`src/rtl/ps2_scancode_decoder_pkg.sv`:
```
// Shared constants, FSM state type and the set-2 scancode to ASCII lookup
// used by the PS/2 scancode decoder.
package ps2_pkg;

  localparam logic [7:0] SC_BREAK  = 8'hF0;
  localparam logic [7:0] SC_EXT    = 8'hE0;
  localparam logic [7:0] SC_LSHIFT = 8'h12;
  localparam logic [7:0] SC_RSHIFT = 8'h59;
  localparam logic [7:0] SC_CAPS   = 8'h58;

  typedef enum logic [1:0] {IDLE, BREAK, EXT, EXT_BREAK} ps2_state_e;

  // Returns 0x00 for codes with no printable/control mapping.
  function automatic logic [7:0] ps2_ascii(input logic [7:0] sc, input logic upper);
    logic [7:0] c;
    case (sc)
      8'h1C: c = 8'h61;  8'h32: c = 8'h62;  8'h21: c = 8'h63;  8'h23: c = 8'h64;
      8'h24: c = 8'h65;  8'h2B: c = 8'h66;  8'h34: c = 8'h67;  8'h33: c = 8'h68;
      8'h43: c = 8'h69;  8'h3B: c = 8'h6A;  8'h42: c = 8'h6B;  8'h4B: c = 8'h6C;
      8'h3A: c = 8'h6D;  8'h31: c = 8'h6E;  8'h44: c = 8'h6F;  8'h4D: c = 8'h70;
      8'h15: c = 8'h71;  8'h2D: c = 8'h72;  8'h1B: c = 8'h73;  8'h2C: c = 8'h74;
      8'h3C: c = 8'h75;  8'h2A: c = 8'h76;  8'h1D: c = 8'h77;  8'h22: c = 8'h78;
      8'h35: c = 8'h79;  8'h1A: c = 8'h7A;
      8'h16: c = 8'h31;  8'h1E: c = 8'h32;  8'h26: c = 8'h33;  8'h25: c = 8'h34;
      8'h2E: c = 8'h35;  8'h36: c = 8'h36;  8'h3D: c = 8'h37;  8'h3E: c = 8'h38;
      8'h46: c = 8'h39;  8'h45: c = 8'h30;
      8'h29: c = 8'h20;  8'h5A: c = 8'h0D;  8'h66: c = 8'h08;
      default: c = 8'h00;
    endcase
    if (upper && c >= 8'h61 && c <= 8'h7A) c = c - 8'h20;
    return c;
  endfunction

endpackage

```
`src/rtl/ps2_scancode_decoder_if.sv`:
```
// Decoded-key stream from the decoder to its consumer (valid/ready).
interface ps2_key_if;
  logic       valid;
  logic       ready;
  logic [7:0] ascii;
  logic [7:0] scan;

  modport master (output valid, ascii, scan, input ready);
  modport slave  (input valid, ascii, scan, output ready);
endinterface

```
`src/rtl/ps2_scancode_decoder_fifo.sv`:
```
// Show-ahead synchronous FIFO; a push into a full FIFO is accepted only
// when a pop frees a slot in the same cycle.
module ps2_key_fifo #(
  parameter int DEPTH = 8,
  parameter int WIDTH = 16
) (
  input  logic             clk,
  input  logic             resetn,
  input  logic             push,
  input  logic [WIDTH-1:0] push_data,
  input  logic             pop,
  output logic [WIDTH-1:0] head,
  output logic             empty,
  output logic             full
);

  localparam int AW = $clog2(DEPTH);

  logic [WIDTH-1:0] mem [DEPTH];
  logic [AW:0]      wr_ptr, rd_ptr;
  logic             do_push, do_pop;

  assign empty   = (wr_ptr == rd_ptr);
  assign full    = (wr_ptr[AW] != rd_ptr[AW]) && (wr_ptr[AW-1:0] == rd_ptr[AW-1:0]);
  assign do_pop  = pop && !empty;
  assign do_push = push && (!full || do_pop);
  assign head    = empty ? '0 : mem[rd_ptr[AW-1:0]];

  // NOTE: sequential state uses non-blocking (<=) so every register samples
  // pre-edge values regardless of statement order.
  always_ff @(posedge clk or negedge resetn) begin
    if (!resetn) begin
      wr_ptr <= '0;
      rd_ptr <= '0;
    end else begin
      if (do_push) wr_ptr <= wr_ptr + 1'b1;
      if (do_pop)  rd_ptr <= rd_ptr + 1'b1;
    end
  end

  // NOTE: storage is deliberately not reset; the empty flag masks stale
  // contents, and leaving it out keeps the array as plain RAM.
  always_ff @(posedge clk) begin
    if (do_push) mem[wr_ptr[AW-1:0]] <= push_data;
  end

endmodule

```
`src/rtl/ps2_scancode_decoder.sv`:
```
// Set-2 scancode decoder: prefix FSM, modifier/held-key tracking and a
// key FIFO presenting decoded ASCII presses to the consumer.
module ps2_scancode_decoder
  import ps2_pkg::*;
#(
  parameter int FIFO_DEPTH = 8
) (
  input  logic        clk,
  input  logic        resetn,
  input  logic        code_valid,
  input  logic [7:0]  code,
  ps2_key_if.master   key,
  output logic [7:0]  held_code,
  output logic [7:0]  make_count,
  output logic        shift_on,
  output logic        caps_on,
  output logic        overflow
);

  ps2_state_e state, state_d;
  logic       lshift, lshift_d, rshift, rshift_d, caps_d;
  logic [7:0] held_d, count_d, ascii;
  logic       push, pop, fifo_empty, fifo_full;
  logic [15:0] head;

  assign shift_on = lshift | rshift;
  assign ascii    = ps2_ascii(code, shift_on ^ caps_on);

  always_ff @(posedge clk or negedge resetn) begin
    if (!resetn) begin
      state      <= IDLE;
      lshift     <= 1'b0;
      rshift     <= 1'b0;
      caps_on    <= 1'b0;
      held_code  <= 8'h00;
      make_count <= 8'h00;
      overflow   <= 1'b0;
    end else begin
      state      <= state_d;
      lshift     <= lshift_d;
      rshift     <= rshift_d;
      caps_on    <= caps_d;
      held_code  <= held_d;
      make_count <= count_d;
      if (push && fifo_full && !pop) overflow <= 1'b1;
    end
  end

  // NOTE: every output of this block is defaulted first so no path leaves a
  // signal unassigned, which would otherwise infer a latch.
  always_comb begin
    state_d  = state;
    lshift_d = lshift;
    rshift_d = rshift;
    caps_d   = caps_on;
    held_d   = held_code;
    count_d  = make_count;
    push     = 1'b0;
    if (code_valid) begin
      unique case (state)
        IDLE: begin
          if (code == SC_EXT)        state_d = EXT;
          else if (code == SC_BREAK) state_d = BREAK;
          else begin
            if (code == SC_LSHIFT) lshift_d = 1'b1;
            if (code == SC_RSHIFT) rshift_d = 1'b1;
            // Typematic repeats of CapsLock keep held_code at 0x58 and do not toggle.
            if (code == SC_CAPS && held_code != SC_CAPS) caps_d = ~caps_on;
            if (code != held_code) begin
              count_d = make_count + 8'd1;
              held_d  = code;
            end
            push = (ascii != 8'h00);
          end
        end
        BREAK: begin
          state_d = IDLE;
          if (code == SC_LSHIFT) lshift_d = 1'b0;
          if (code == SC_RSHIFT) rshift_d = 1'b0;
          if (code == held_code) held_d = 8'h00;
        end
        EXT:       state_d = (code == SC_BREAK) ? EXT_BREAK : IDLE;
        EXT_BREAK: state_d = IDLE;
        default:   state_d = IDLE;
      endcase
    end
  end

  assign pop = key.valid && key.ready;

  ps2_key_fifo #(.DEPTH(FIFO_DEPTH), .WIDTH(16)) u_fifo (
    .clk       (clk),
    .resetn    (resetn),
    .push      (push),
    .push_data ({ascii, code}),
    .pop       (pop),
    .head      (head),
    .empty     (fifo_empty),
    .full      (fifo_full)
  );

  assign key.valid = !fifo_empty;
  assign key.ascii = head[15:8];
  assign key.scan  = head[7:0];

endmodule

```
`src/flat_wrapper.sv`:
```
// flat-port wrapper written by rule: the top's interface ports become plain ports
module ps2_scancode_decoder_flat import ps2_pkg::*;
#(
  parameter int FIFO_DEPTH = 8
)
  (clk, resetn, code_valid, code, held_code, make_count, shift_on, caps_on, overflow, key_valid, key_ascii, key_scan, key_ready);
  ps2_key_if key_i ();
  input  logic clk;
  input  logic resetn;
  input  logic code_valid;
  input  logic [7:0] code;
  output logic [7:0] held_code;
  output logic [7:0] make_count;
  output logic shift_on;
  output logic caps_on;
  output logic overflow;
  output wire logic [$bits(key_i.valid)-1:0] key_valid;
  output wire logic [$bits(key_i.ascii)-1:0] key_ascii;
  output wire logic [$bits(key_i.scan)-1:0] key_scan;
  input wire logic [$bits(key_i.ready)-1:0] key_ready;
  assign key_valid = key_i.valid;
  assign key_ascii = key_i.ascii;
  assign key_scan = key_i.scan;
  assign key_i.ready = key_ready;
  ps2_scancode_decoder #(.FIFO_DEPTH(FIFO_DEPTH)) u_core (.clk(clk), .resetn(resetn), .code_valid(code_valid), .code(code), .key(key_i), .held_code(held_code), .make_count(make_count), .shift_on(shift_on), .caps_on(caps_on), .overflow(overflow));
endmodule
```
`config.mk`:
```
export PLATFORM = sky130hd
export DESIGN_NAME = ps2_scancode_decoder_flat
export DESIGN_NICKNAME = d
export VERILOG_FILES = /design/src/rtl/ps2_scancode_decoder_pkg.sv /design/src/rtl/ps2_scancode_decoder_if.sv /design/src/rtl/ps2_scancode_decoder_fifo.sv /design/src/rtl/ps2_scancode_decoder.sv /design/src/flat_wrapper.sv
export SDC_FILE = /design/constraint.sdc
export NUM_CORES = 1
export LEC_CHECK = 0
export CAP_MARGIN = 20
export CORE_ASPECT_RATIO = 1.5
export CORE_MARGIN = 2
export CORE_UTILIZATION = 54
export DETAILED_ROUTE_END_ITERATION = 10
export PLACE_DENSITY = 0.77
export RECOVER_POWER = 100
export SLEW_MARGIN = 30
export SYNTH_ARGS = -nofsm -noshare
export SYNTH_HDL_FRONTEND = slang
export SYNTH_HIERARCHICAL = 1
export SYNTH_SLANG_ARGS = --single-unit
```
`constraint.sdc`:
```
create_clock -name clk -period 3.9 [get_ports clk]
set_clock_uncertainty 0.1 [all_clocks]
set_input_delay 0.78 -clock clk [delete_from_list [all_inputs] [get_ports clk]]
set_output_delay 0.78 -clock clk [all_outputs]
set_load 0.1 [all_outputs]
```
==> flow_results.xml <==
<?xml version="1.0" encoding="UTF-8"?>
<metrics>
  <group name="place">
    <metric name="hpwl" unit="um">11900</metric>
    <metric name="io_buffer_count" unit="">47</metric>
    <metric name="dp.cells" unit="">764</metric>
  </group>
  <group name="pwr">
    <metric name="intPower" unit="mW">3.99</metric>
    <metric name="total_power" unit="mW">7.51</metric>
    <metric name="power_density" unit="nW/um2">820</metric>
    <metric name="comb_power_share" unit="">0.486</metric>
    <metric name="power_leader" unit="">combinational logic</metric>
    <metric name="seq_power_share" unit="">0.296</metric>
    <metric name="p_clk_frac" unit="">0.219</metric>
    <metric name="switch_share" unit="">0.469</metric>
    <metric name="p_leak" unit="nW">3.40</metric>
    <metric name="clock_power" unit="mW">1.64</metric>
    <metric name="power_switching" unit="mW">3.52</metric>
    <metric name="irDropWorstVdd" unit="mV">0.614</metric>
    <metric name="seq_power" unit="mW">2.22</metric>
    <metric name="pg_comb" unit="mW">3.64</metric>
  </group>
  <group name="setup_path">
    <metric name="cp_top_family" unit="">buffers and inverters</metric>
    <metric name="cp_num_cells" unit="">11</metric>
    <metric name="count_of_buffer_and_inverter_cells_on_the_critical_path" unit="">5</metric>
    <metric name="critical_path.most_common_cell" unit="">sky130_fd_sc_hd__clkbuf_1</metric>
    <metric name="critPathMaxStageDelay" unit="ns">0.63</metric>
    <metric name="worstSetupEndpoint" unit="">u_core/u_fifo/mem[4][6]</metric>
    <metric name="crit_path_cell_trace" unit="">dlygate4sd3_1 -&gt; clkbuf_1 -&gt; clkbuf_1 -&gt; nand3b_1 -&gt; o221ai_2 -&gt; or3_4 -&gt; o31ai_2 -&gt; inv_2 -&gt; o311ai_1 -&gt; nor2_2 -&gt; buf_4</metric>
    <metric name="worstPathArrival" unit="ns">3.79</metric>
    <metric name="r2r.worst_path.cells" unit="">8</metric>
    <metric name="path_class" unit="">input port to flip-flop</metric>
    <metric name="critical_path.max_fanout" unit="">16</metric>
    <metric name="critPathSlowestCell" unit="">sky130_fd_sc_hd__dlygate4sd3_1</metric>
    <metric name="timing.critical_path.to_type" unit="">flip-flop</metric>
    <metric name="ff2ff_setup_slack" unit="ns">1.08</metric>
    <metric name="regToRegStartpoint" unit="">u_core/u_fifo/rd_ptr[0]</metric>
    <metric name="cp_data_required_time" unit="ns">3.95</metric>
    <metric name="worstSetupStartpointType" unit="">input port</metric>
  </group>
  <group name="synthesis">
    <metric name="synth-edff-count" unit="">128</metric>
    <metric name="fp_nets" unit="">540</metric>
    <metric name="synth.cellmix.compoundShare" unit="">0.0640</metric>
    <metric name="synthDistinctLibCells" unit="">75</metric>
    <metric name="synthesis.instances" unit="">517</metric>
    <metric name="yosys.area_share.simple" unit="">0.108</metric>
    <metric name="seq_area_frac_synth" unit="">0.610</metric>
    <metric name="top_cell_area_share" unit="">0.510</metric>
    <metric name="netlist_logic_family_top" unit="">multiplexers</metric>
    <metric name="ys_seq_elements" unit="">158</metric>
    <metric name="synthDominantAreaCellType" unit="">sky130_fd_sc_hd__edfxtp_1</metric>
    <metric name="yosysMostFrequentCell" unit="">sky130_fd_sc_hd__edfxtp_1</metric>
    <metric name="yosys-top-cells-area" unit="">sky130_fd_sc_hd__edfxtp_1, sky130_fd_sc_hd__dfrtp_1, sky130_fd_sc_hd__mux4_2, sky130_fd_sc_hd__mux2i_1, sky130_fd_sc_hd__nor2_1</metric>
    <metric name="fraction_of_synthesis_flops_using_an_asynchronous_set_or_reset_pin" unit="">0.190</metric>
    <metric name="common_cells" unit="">sky130_fd_sc_hd__edfxtp_1, sky130_fd_sc_hd__nor2_1, sky130_fd_sc_hd__mux4_2, sky130_fd_sc_hd__nand2_1, sky130_fd_sc_hd__dfrtp_1</metric>
    <metric name="post_synth_instance_area" unit="um2">7530</metric>
    <metric name="synth.yosys.num_cells" unit="">517</metric>
    <metric name="flop_cell" unit="">sky130_fd_sc_hd__edfxtp_1</metric>
    <metric name="syn-mean-instance-area" unit="um2">14.6</metric>
    <metric name="xor_area_frac" unit="">0.0311</metric>
    <metric name="yosysChipArea" unit="um2">7530</metric>
  </group>
  <group name="clocking">
    <metric name="clockRootBuffer" unit="">sky130_fd_sc_hd__clkbuf_16</metric>
    <metric name="cts.sinks" unit="">158</metric>
    <metric name="cts-buffers-inserted" unit="">17</metric>
    <metric name="cts_max_level" unit="">4</metric>
    <metric name="clock_input_transition_at_the_sequential_cells_of_the_worst_setup_and_hold_paths" unit="ns">0.07</metric>
    <metric name="cts_post_setup_buffers_inserted" unit="">0</metric>
    <metric name="cts-root-to-sink-buffers" unit="">2</metric>
    <metric name="cts_tree" unit="">done</metric>
    <metric name="cts_resized" unit="">0</metric>
  </group>
  <group name="floorplanning">
    <metric name="top_level_ports" unit="">48</metric>
    <metric name="die.size.x" unit="um">100</metric>
    <metric name="dieHeight" unit="um">149</metric>
    <metric name="core" unit="um2">13500</metric>
    <metric name="placementRows" unit="">52</metric>
    <metric name="floorplan.die_area" unit="um2">14900</metric>
    <metric name="fp-utilization" unit="">0.556</metric>
  </group>
  <group name="drt">
    <metric name="detail_route.wl_per_cell" unit="um">22.0</metric>
    <metric name="drc_errors" unit="">0</metric>
    <metric name="drtIter0Drc" unit="">254</metric>
    <metric name="routed-via-count" unit="">4777</metric>
    <metric name="drt.antenna.violating_nets" unit="">0</metric>
    <metric name="postRouteWirelength" unit="um">17500</metric>
    <metric name="via_per_inst" unit="">6.00</metric>
  </group>
  <group name="final_timing">
    <metric name="hold_slack" unit="ns">0.367</metric>
    <metric name="slew_worst_pin" unit="ns">1.65</metric>
    <metric name="period_used_share" unit="">0.959</metric>
    <metric name="grt_setup_unrepaired" unit="">no</metric>
    <metric name="slew_violations" unit="">31</metric>
    <metric name="final-hold-violation-count" unit="">0</metric>
    <metric name="max_slew_margin" unit="">-0.102</metric>
    <metric name="period_minus_slack" unit="ns">3.74</metric>
    <metric name="fmax" unit="GHz">0.267</metric>
    <metric name="setup_tns" unit="ns">0</metric>
  </group>
  <group name="cells_and_area">
    <metric name="flop_area" unit="um2">4600</metric>
    <metric name="finish.cell_count_without_fillers" unit="">796</metric>
    <metric name="num-nets-final" unit="">644</metric>
    <metric name="layout_top_cells_excl_fill_tap" unit="">sky130_fd_sc_hd__edfxtp_1, sky130_fd_sc_hd__buf_4, sky130_fd_sc_hd__nor2_1, sky130_fd_sc_hd__nand2_1, sky130_fd_sc_hd__mux4_2</metric>
    <metric name="lay_top_count" unit="">sky130_fd_sc_hd__edfxtp_1</metric>
    <metric name="mi_logic_area" unit="um2">2700</metric>
    <metric name="insertedDiodeCount" unit="">0</metric>
    <metric name="num-fill-cells" unit="">961</metric>
  </group>
  <group name="global_routing">
    <metric name="grt-ovfl-total" unit="">0</metric>
    <metric name="initial_antenna_violation_count" unit="">0</metric>
    <metric name="grt_util_all_layers" unit="">0.250</metric>
    <metric name="grt_pass1_wl" unit="um">27500</metric>
    <metric name="grt_pass1_vias" unit="">5105</metric>
  </group>
  <group name="worst_hold_path">
    <metric name="min_from" unit="">u_core/make_count[7]</metric>
    <metric name="hold-path-endpoint" unit="">u_core/make_count[7]</metric>
  </group>
  <group name="flow_run">
    <metric name="tool_warnings" unit="">32</metric>
    <metric name="cap_violations" unit="">1</metric>
  </group>
  <group name="run_status">
    <metric name="run_status" unit="">finished with violations</metric>
    <metric name="failed_checks" unit="">max-capacitance violations, max-slew violations</metric>
  </group>
</metrics>
-- kinds of logic after synthesis --
| group | count (synthesis) |
|---|---|
| flops | 158 |
| simple gates | 150 |
| compound gates | 67 |
| mux | 59 |
| buf+inv | 47 |
| xor+xnor | 25 |
| fa+ha+maj | 11 |
-- metal layers --
metal  GRT usage  up-vias  wire length [um]
li1            -     2206                 -
met1       0.280     2408              6450
met2       0.461      128              9850
met3      0.0461       35               634
met4       0.105        0               585
met5           0        -                 0
-- final cells by class --
class | count | area share
Clock inverter | 15 | 0.0190
Clock buffer | 17 | 0.0465
Sequential cell | 158 | 0.502
Tap cell | 162 | 0.0222
Multi-Input combinational cell | 312 | 0.295
Timing Repair Buffer | 116 | 0.108
Inverter | 16 | 0.00656
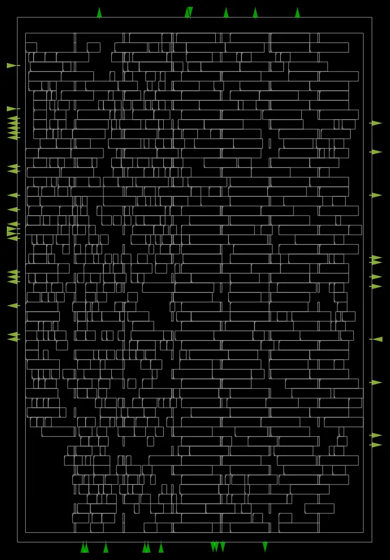
Fig. 1. Placed standard cells.
final cell utilization of the core: 0.676
seq_cells: 158
flop share of the area: 0.502
tap cells: 162

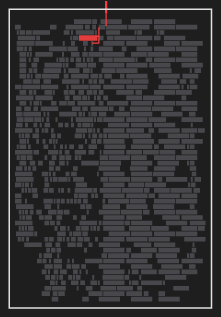
Fig. 2. Nets reached from selected ports.
(2 px per um)
[red] overflow | direction: output | edge: north | end cells: 1 | buffers: 1 | wire: 20.0 um

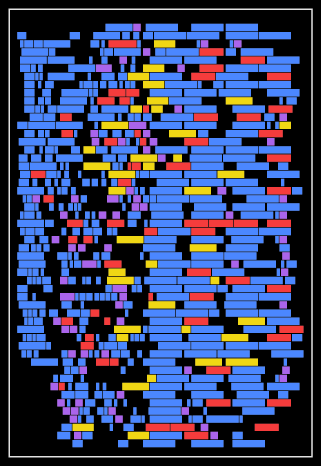
Fig. 3. Cells by drive strength.
(3 px per um)
[yellow] _6 and larger | cells: 38 | share: 6.0%
[blue] _0 and _1 cells | cells: 462 | share: 73%
[purple] _3 and _4 cells | cells: 71 | share: 11%
[red] _2 cells | cells: 63 | share: 9.9%
worst setup slack after layout: 0.158 ns
area added between synthesis and finish: 21.5%
number of ordinary and repair buffers in the finished layout: 116
post-route standard cell area excluding fillers: 9150 um2

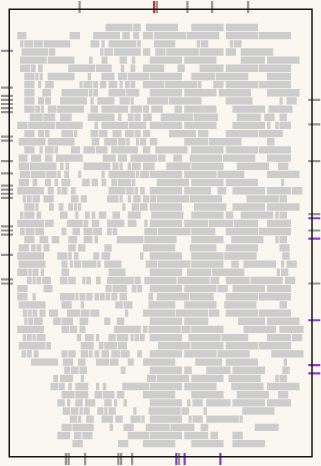
Fig. 4. I/O pins on the die edge.
(3 px per um) Pins as bars across the die edge, other pins in gray.
[red] overflow | pins: 1 | direction: output | edge: north
[purple] key_scan | pins: 8 | direction: output | edge: 5 east, 3 south

Power figures rest on the tool's default switching activity, not on a simulated workload.
